Figure 1. Met1 routing (run 1).
The bar under the picture is 50 um long.
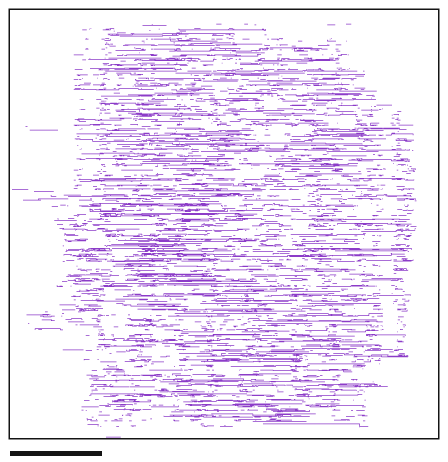
Figure 2. The metal 2 layer (run 1).
The bar under the picture is 50 um long. Cells faint in the background.
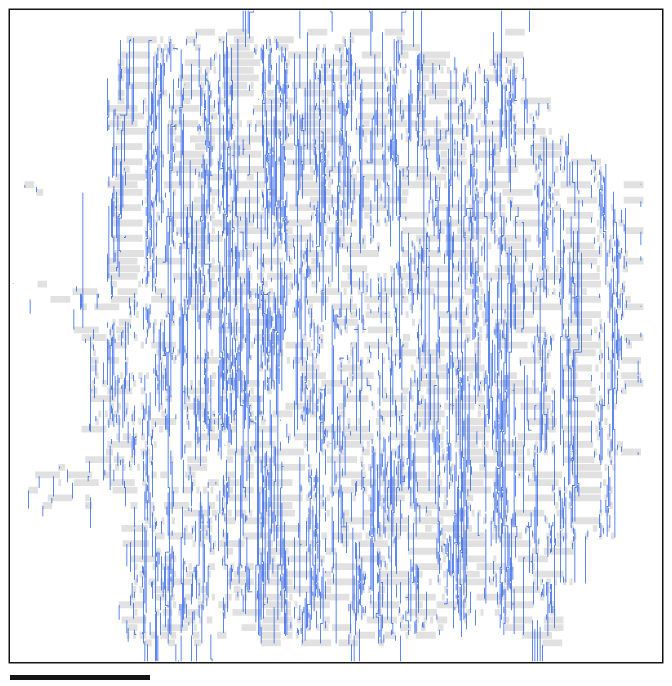
Figure 3. M3 wires (run 1).
The bar under the picture is 50 um long. Cells faint in the background.
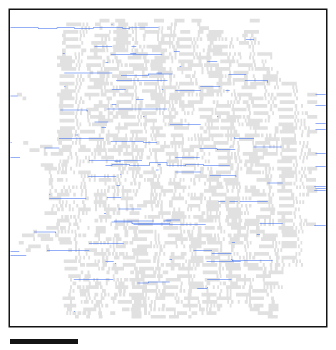
Figure 4. Signal wires on met4 (run 1).
The bar under the picture is 50 um long.
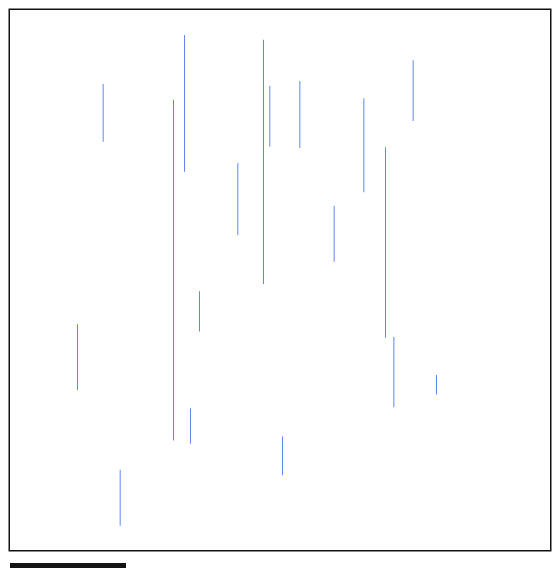
$ cat config.mk
export PLATFORM = sky130hd
export DESIGN_NAME = i2s_rx_slave
export DESIGN_NICKNAME = d
export VERILOG_FILES = /design/src/rtl/i2s_rx_slave.sv
export SDC_FILE = /design/constraint.sdc
export NUM_CORES = 1
export LEC_CHECK = 0
export ABC_AREA = 1
export CELL_PAD_IN_SITES_DETAIL_PLACEMENT = 1
export CELL_PAD_IN_SITES_GLOBAL_PLACEMENT = 1
export CORE_MARGIN = 5
export CORE_UTILIZATION = 30
export CTS_BUF_LIST = sky130_fd_sc_hd__clkbuf_4
export DETAILED_ROUTE_END_ITERATION = 8
export HOLD_SLACK_MARGIN = 0.08
export PLACE_DENSITY = 0.54
export SLEW_MARGIN = 30
export SYNTH_ARGS = -nofsm -noshare
export SYNTH_HDL_FRONTEND = slang
export SYNTH_SLANG_ARGS = --single-unit
$ cat constraint.sdc
create_clock -name aud_clk_i -period 3 [get_ports aud_clk_i]
set_input_delay 0.6 -clock aud_clk_i [delete_from_list [all_inputs] [get_ports aud_clk_i]]
set_output_delay 0.6 -clock aud_clk_i [all_outputs]
set_load 0.1 [all_outputs]
$ cat src/rtl/i2s_rx_slave.sv
// Slave-mode I2S receiver: oversamples external SCK/WS/SD, deserializes Philips stereo
// frames and queues {left,right} pairs in a show-ahead FIFO with a sticky overrun flag.
module i2s_rx_slave #(
  parameter int unsigned DATA_WIDTH = 16,
  parameter int unsigned FIFO_DEPTH = 8
) (
  input  logic                          aud_clk_i,
  input  logic                          aud_rst_n_i,
  input  logic                          en_i,
  input  logic                          clr_i,
  input  logic                          ovie_i,
  input  logic                          sck_i,
  input  logic                          ws_i,
  input  logic                          sd_i,
  output logic [2*DATA_WIDTH-1:0]       data_o,
  output logic                          valid_o,
  input  logic                          ready_i,
  output logic [$clog2(FIFO_DEPTH):0]   level_o,
  output logic                          ovif_o,
  output logic                          irq_o
);

  localparam int unsigned AW = $clog2(FIFO_DEPTH);
  localparam int unsigned LW = AW + 1;
  localparam int unsigned FW = 2 * DATA_WIDTH;
  localparam logic [LW-1:0] DepthC = LW'(FIFO_DEPTH);

  typedef enum logic [1:0] {StIdle, StSync, StRun} state_e;

  logic [2:0] sck_q;
  logic [1:0] ws_q, sd_q;
  logic       sck_rise, ws_s2, sd_s2, word_end;

  state_e                state_q, state_d;
  logic                  ws_prev_q, ws_prev_d;
  logic [5:0]            cnt_q, cnt_d;
  logic [DATA_WIDTH-1:0] shreg_q, shreg_d, word;
  logic [DATA_WIDTH-1:0] left_q, left_d;
  logic                  frame_rdy_q, frame_rdy_d;
  logic [FW-1:0]         frame_q, frame_d;

  logic [FW-1:0] mem_q [FIFO_DEPTH];
  logic [AW-1:0] wr_ptr_q, rd_ptr_q;
  logic [LW-1:0] level_q;
  logic          ovif_q, irq_q;
  logic          pop, full, wr_en, ovf;

  always_ff @(posedge aud_clk_i or negedge aud_rst_n_i) begin
    if (!aud_rst_n_i) begin
      sck_q <= '0;
      ws_q  <= '0;
      sd_q  <= '0;
    end else begin
      sck_q <= {sck_q[1:0], sck_i};
      ws_q  <= {ws_q[0], ws_i};
      sd_q  <= {sd_q[0], sd_i};
    end
  end

  assign sck_rise = sck_q[1] & ~sck_q[2];
  assign ws_s2    = ws_q[1];
  assign sd_s2    = sd_q[1];
  assign word_end = sck_rise & (ws_s2 != ws_prev_q);

  always_comb begin
    state_d     = state_q;
    ws_prev_d   = ws_prev_q;
    cnt_d       = cnt_q;
    shreg_d     = shreg_q;
    left_d      = left_q;
    frame_rdy_d = 1'b0;
    frame_d     = frame_q;
    word        = shreg_q;

    // Bits past DATA_WIDTH match no position and are dropped.
    for (int i = 0; i < int'(DATA_WIDTH); i++) begin
      if (cnt_q == 6'(int'(DATA_WIDTH) - 1 - i)) word[i] = sd_s2;
    end

    if (sck_rise) begin
      ws_prev_d = ws_s2;
      if (word_end) begin
        cnt_d   = '0;
        shreg_d = '0;
      end else begin
        cnt_d   = (cnt_q == 6'd63) ? cnt_q : cnt_q + 6'd1;
        shreg_d = word;
      end
    end

    unique case (state_q)
      StIdle: state_d = StSync;
      StSync: if (word_end && ws_prev_q && !ws_s2) state_d = StRun;
      StRun: begin
        if (word_end) begin
          if (!ws_prev_q) begin
            left_d = word;
          end else begin
            frame_rdy_d = 1'b1;
            frame_d     = {left_q, word};
          end
        end
      end
      default: state_d = StIdle;
    endcase

    if (!en_i) begin
      state_d     = StIdle;
      frame_rdy_d = 1'b0;
    end else if (clr_i) begin
      state_d     = StSync;
      frame_rdy_d = 1'b0;
    end
  end

  always_ff @(posedge aud_clk_i or negedge aud_rst_n_i) begin
    if (!aud_rst_n_i) begin
      state_q     <= StIdle;
      ws_prev_q   <= 1'b0;
      cnt_q       <= '0;
      shreg_q     <= '0;
      left_q      <= '0;
      frame_rdy_q <= 1'b0;
      frame_q     <= '0;
    end else begin
      state_q     <= state_d;
      ws_prev_q   <= ws_prev_d;
      cnt_q       <= cnt_d;
      shreg_q     <= shreg_d;
      left_q      <= left_d;
      frame_rdy_q <= frame_rdy_d;
      frame_q     <= frame_d;
    end
  end

  // A pop frees a slot for a same-cycle write into a full FIFO.
  assign pop   = (level_q != '0) & ready_i;
  assign full  = (level_q == DepthC);
  assign wr_en = frame_rdy_q & (~full | pop) & ~clr_i;
  assign ovf   = frame_rdy_q & full & ~pop;

  always_ff @(posedge aud_clk_i) begin
    if (wr_en) mem_q[wr_ptr_q] <= frame_q;
  end

  always_ff @(posedge aud_clk_i or negedge aud_rst_n_i) begin
    if (!aud_rst_n_i) begin
      wr_ptr_q <= '0;
      rd_ptr_q <= '0;
      level_q  <= '0;
      ovif_q   <= 1'b0;
      irq_q    <= 1'b0;
    end else begin
      irq_q <= ovif_q & ovie_i;
      if (clr_i) begin
        wr_ptr_q <= '0;
        rd_ptr_q <= '0;
        level_q  <= '0;
        ovif_q   <= 1'b0;
      end else begin
        if (pop)   rd_ptr_q <= rd_ptr_q + AW'(1);
        if (wr_en) wr_ptr_q <= wr_ptr_q + AW'(1);
        level_q <= level_q + LW'(wr_en) - LW'(pop);
        if (ovf) ovif_q <= 1'b1;
      end
    end
  end

  assign valid_o = (level_q != '0);
  assign data_o  = valid_o ? mem_q[rd_ptr_q] : '0;
  assign level_o = level_q;
  assign ovif_o  = ovif_q;
  assign irq_o   = irq_q;

endmodule

==> results.ini, run 1 <==
[logic_synthesis]
synthDistinctLibCells=28
yosys.area.top_type=edfxtp_1
synth_top_area_share=0.5187
synth-simple-area-share=0.2282
synth.logic.top_family=simple AND/OR/NAND/NOR gates
top_cell=nand2_1
ys_cells=1486
ys_sh_xor=0.002955
edf_count=256
ys_seq_elements=349
syn_nets=1508

[detailed_routing]
wl_per_cell_um=17.89
via_per_inst=4.527
wl_met2_mm=21.64
drc=0
top_layer=met4

[power_and_ir_drop]
p_switching_mw=8.006
power.density_nw_per_um2=981.4
seq-power_mw=5.29
p_int_mw=10.49
p_clk_frac=0.229
swShare=0.4329
power.group.top=combinational logic

[finish]
top_register=mem_q
largestClassByArea=registers
layout-area-overhead-vs-synth_pct=27.14
largest_reg_flops=256
stdcell_count=2373
comb_cells=969
top_regs=mem_q: 256 flops, frame_q: 32 flops
flops=349
mostFrequentLayoutCell=nand2_1
fin_area_um2=18840
buffer_area_frac=0.09562
logic_area_um2=4554
nNonClkInverters=103
clk_share=0.06501
drive_above_1_share=0.2219
sh_seq_area=0.5321

[worst_setup_path]
crit_chain=buf_12, clkbuf_16, nor2_1, nor2_1, nand2_1, nand3_1, nand2_2, nor2_4, buf_12
crit_type=reg -> out
cp_slowest_cell=dfrtp_4
cp.required_ps=2400
worstPathMaxFanout=9
critPathLaunch=rd_ptr_q[0]
rrSetupSlack_ps=570
crit_buf_inv=3
cp_data_arrival_time_ps=2340

[floorplan]
nWellTaps=664
dieHeight_um=232.3
chipArea_um2=53950
ioPinCount=48
core_area_um2=48950
initCoreUtil=0.3028

[cts]
tritoncts.num_buffers=96
cts_hold_buf=1
cts_tree=built
htreeDepth=3
clock_latency_ps=760

[sta]
finClkSkew_ps=30.62
finalCritPeriodShare=0.9813
fin_hold_ws_ps=245.5
slew_headroom=0.4997
tightest_slew_ps=742.6

[outcome]
status=finished, final reports clean

[global_route]
top_usage_layer=met2
grt_pass1_wl_mm=65.14
grt_use_total=0.1570
met3_usage=0.02812
grtUsageMet2=0.2776

[placement]
place.gp.congestion=0.7539
dpl.cell_count=2170
pre_cts_slack_ps=271.0
placedInstanceArea_um2=16800

[flow_run]
drv_cap=0

## Picture notes: Figure 1
share of all routed wire	44%
wire length on this layer	18600 um
met1 GRT Util: 0.1960
Routed WL: 42.45 mm
vias: 10740

## Picture notes: Figure 2
nets with wire on the layer	1270
main direction	vertical

## Picture notes: Figure 3
longest straight run	52.9 um
nets with wire on the layer	43
main direction	horizontal
share of all routed wire	3.5%

## Picture notes: Figure 4
share of all routed wire	1.7%
main direction	vertical
wire length on this layer	728 um

## Run 2: what changed since run 1
Settings changed: CORE_ASPECT_RATIO set to 0.6.
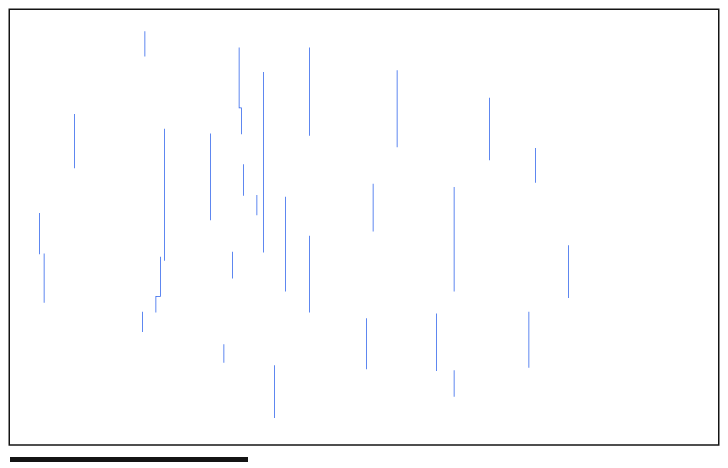
Figure 5: run 2, signal wires on met4.
The bar under the picture is 100 um long.
wire length on this layer	712 um
longest straight run	75.5 um
vias: 10830
Routed WL: 44.41 mm

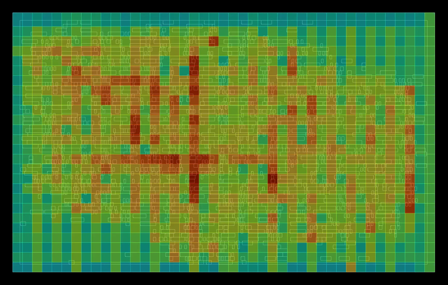
Figure 6: run 2, routing congestion.
met1 GRT Util: 0.2322
Overall Global Routing Usage: 0.1614
met3 Use GR: 0.03484
routed length per instance: 18.93 um

==> results.ini, run 2 <==
[worst_setup_path]
r2r_cells=11
cp.required_ps=2400  ; about the same
crit_chain=buf_16, clkbuf_16, nor2_1, nor2_1, nand2_1, nand3_1, nand2_1, nor2_4, buf_12
cp-end-kind=output port
critPathLaunch=rd_ptr_q[0]
cp_data_arrival_time_ps=2470  ; +130 ps
crit_buf_inv=3  ; unchanged
rrSetupSlack_ps=560  ; about the same
cp-endpoint=data_o[22]
cp_slowest_cell=dfrtp_4
crit_type=reg -> out

[placement]
placedInstanceArea_um2=16680  ; -0.73%
dp_hpwl_mm=24.52
pre_cts_slack_ps=255.7  ; -15.30 ps
dpl.cell_count=2152  ; -0.83%

[logic_synthesis]
synth_top_area_share=0.5187  ; unchanged
syn_nets=1508  ; unchanged
synth-area-yosys_um2=14820
ys_seq_elements=349  ; unchanged
ys_sh_xor=0.002955  ; unchanged
ys_cells=1486  ; unchanged
synthDistinctLibCells=28  ; unchanged
top_cell=nand2_1
synth-simple-area-share=0.2282  ; unchanged
avgSynthCellArea_um2=9.973

[power_and_ir_drop]
p_clk_frac=0.239  ; +0.010
p_switching_mw=8.079  ; +0.91%
comb-power_mw=9.04
p_int_mw=10.78  ; +2.8%
swShare=0.4285  ; -0.004437
seq-power_mw=5.30  ; about the same
power.density_nw_per_um2=1001  ; +2.0%
power.group.top=combinational logic

[finish]
largestClassByArea=registers
buffer_area_frac=0.09241  ; -0.003211
stdcell_count=2346  ; -1.1%
flops=349  ; unchanged
mostFrequentLayoutCell=nand2_1
top_register=mem_q
sh_seq_area=0.5325  ; about the same
fin_area_um2=18830  ; about the same
drive_above_1_share=0.2265  ; +0.004652
nNonClkInverters=103  ; unchanged
logic_area_um2=4579  ; +0.55%
largest_reg_flops=256  ; unchanged
top_regs=mem_q: 256 flops, frame_q: 32 flops
layout-area-overhead-vs-synth_pct=27.08  ; about the same
comb_cells=969  ; unchanged
clk_share=0.06789  ; +0.002887

[global_route]
grt_pass1_wl_mm=67.48  ; +3.6%
top_usage_layer=met2

[cts]
cts_hold_buf=1  ; unchanged
htreeDepth=3  ; unchanged
cts_resized=80
cts_tree=built
clock-sinks=349
tritoncts.num_buffers=93  ; -3.1%
clock_latency_ps=790  ; +30 ps

[detailed_routing]
wl_met3_mm=1.789
wl_met1_mm=22.25
via_per_inst=4.617  ; +2.0%
drc=0  ; unchanged
top_layer=met4
wl_met2_mm=19.65  ; -9.2%

[floorplan]
initCoreUtil=0.3018  ; -0.0009720
nWellTaps=650  ; -2.1%
ioPinCount=48  ; unchanged
core_area_um2=49110  ; +0.32%
dieHeight_um=182.2  ; -22%
chipArea_um2=54090  ; +0.27%

[outcome]
status=finished, violations left
violations=negative setup slack

[flow_run]
drv_cap=0  ; unchanged

[sta]
slew_headroom=0.5488  ; +0.04918
fin_ws_ps=-72.34
fin_hold_ws_ps=288.0  ; +42.43 ps
finClkSkew_ps=45.18  ; +14.56 ps
setup-violations-final=19
fin_crit_ps=3072

[hold_path]
hp-class=in -> reg
min_to=sd_q[0]

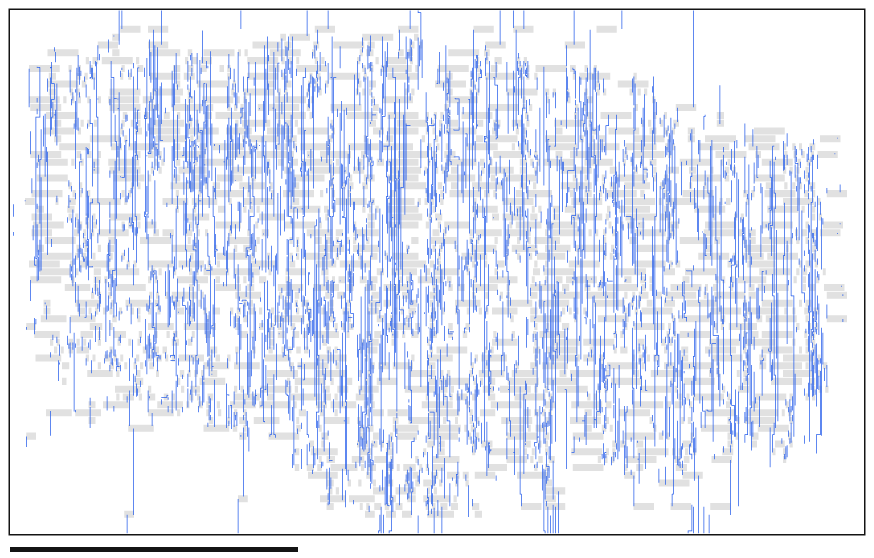
Figure 7: run 2, the metal 2 layer.
The bar under the picture is 100 um long. Cells faint in the background.
nets with wire on the layer	1270
longest straight run	77.9 um
share of all routed wire	44%
met2 GRT Util: 0.2492

## Run 3: what changed since run 2
Settings changed: GPL_ROUTABILITY_DRIVEN set to 1.
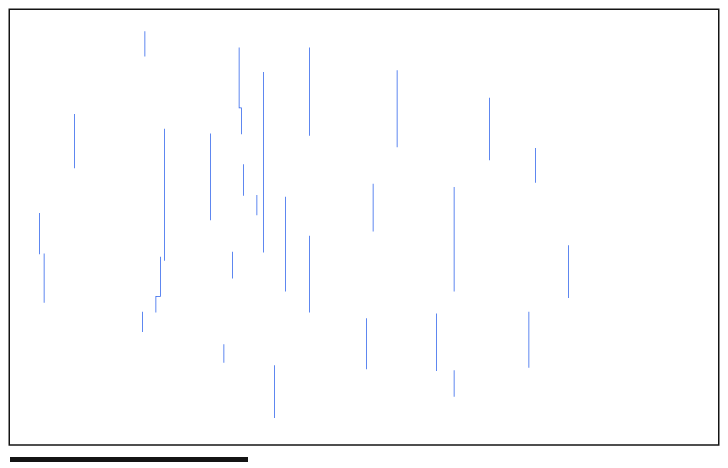
Figure 8: run 3, signal wires on met4.
The bar under the picture is 100 um long.
main direction	vertical
longest straight run	75.5 um

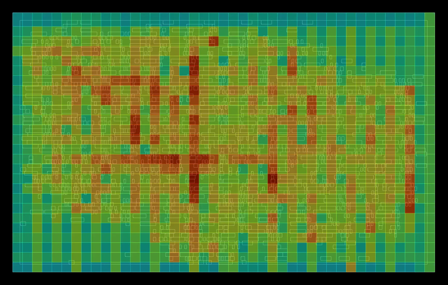
Figure 9: run 3, routing congestion.
grt peak-use layer: met2
Final Util: 0.3835

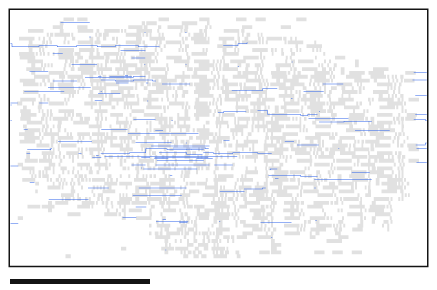
Figure 10: run 3, M3 wires.
The bar under the picture is 100 um long. Cells faint in the background.
share of all routed wire	4.0%
wire length on this layer	1790 um
longest straight run	94.3 um
main direction	horizontal

==> results.ini, run 3 <==
[detailed_routing]
wl_met1_mm=22.25  ; unchanged
wl_met3_mm=1.789  ; unchanged
drc=0  ; unchanged
via_per_inst=4.617  ; unchanged
top_layer=met4
wl_per_cell_um=18.93  ; unchanged

[worst_setup_path]
cp-end-kind=output port
crit_type=reg -> out
crit_chain=buf_16, clkbuf_16, nor2_1, nor2_1, nand2_1, nand3_1, nand2_1, nor2_4, buf_12
cp.required_ps=2400  ; about the same
cp_data_arrival_time_ps=2470  ; about the same
crit_buf_inv=3  ; unchanged
r2r_cells=11  ; unchanged
critPathLaunch=rd_ptr_q[0]
cp_slowest_cell=dfrtp_4

[placement]
placedInstanceArea_um2=16680  ; unchanged
pre_cts_slack_ps=255.7  ; unchanged

[cts]
clock-sinks=349  ; unchanged
cts_hold_buf=1  ; unchanged
cts_tree=built
tritoncts.num_buffers=93  ; unchanged

[hold_path]
hp-class=in -> reg

[finish]
nNonClkInverters=103  ; unchanged
stdcell_count=2346  ; unchanged
top_register=mem_q
clk_share=0.06789  ; unchanged
top_regs=mem_q: 256 flops, frame_q: 32 flops
sh_seq_area=0.5325  ; unchanged
comb_cells=969  ; unchanged
buffer_area_frac=0.09241  ; unchanged

[logic_synthesis]
ys_cells=1486  ; unchanged
ys_sh_xor=0.002955  ; unchanged
synth-simple-area-share=0.2282  ; unchanged
avgSynthCellArea_um2=9.973  ; unchanged
syn_nets=1508  ; unchanged
synth-area-yosys_um2=14820  ; unchanged
synthDistinctLibCells=28  ; unchanged

[global_route]
met3_usage=0.03484  ; unchanged
grt_use_total=0.1614  ; unchanged
grtUsageMet2=0.2492  ; unchanged

[outcome]
violations=negative setup slack
status=finished, violations left

[sta]
slew_headroom=0.5488  ; unchanged
fin_crit_ps=3072  ; unchanged
fin_hold_ws_ps=288.0  ; unchanged
setup-violations-final=19  ; unchanged
fin_ws_ps=-72.34  ; unchanged
finClkSkew_ps=45.18  ; unchanged

[power_and_ir_drop]
swShare=0.4285  ; unchanged

[flow_run]
drv_cap=0  ; unchanged

[floorplan]
chipArea_um2=54090  ; unchanged

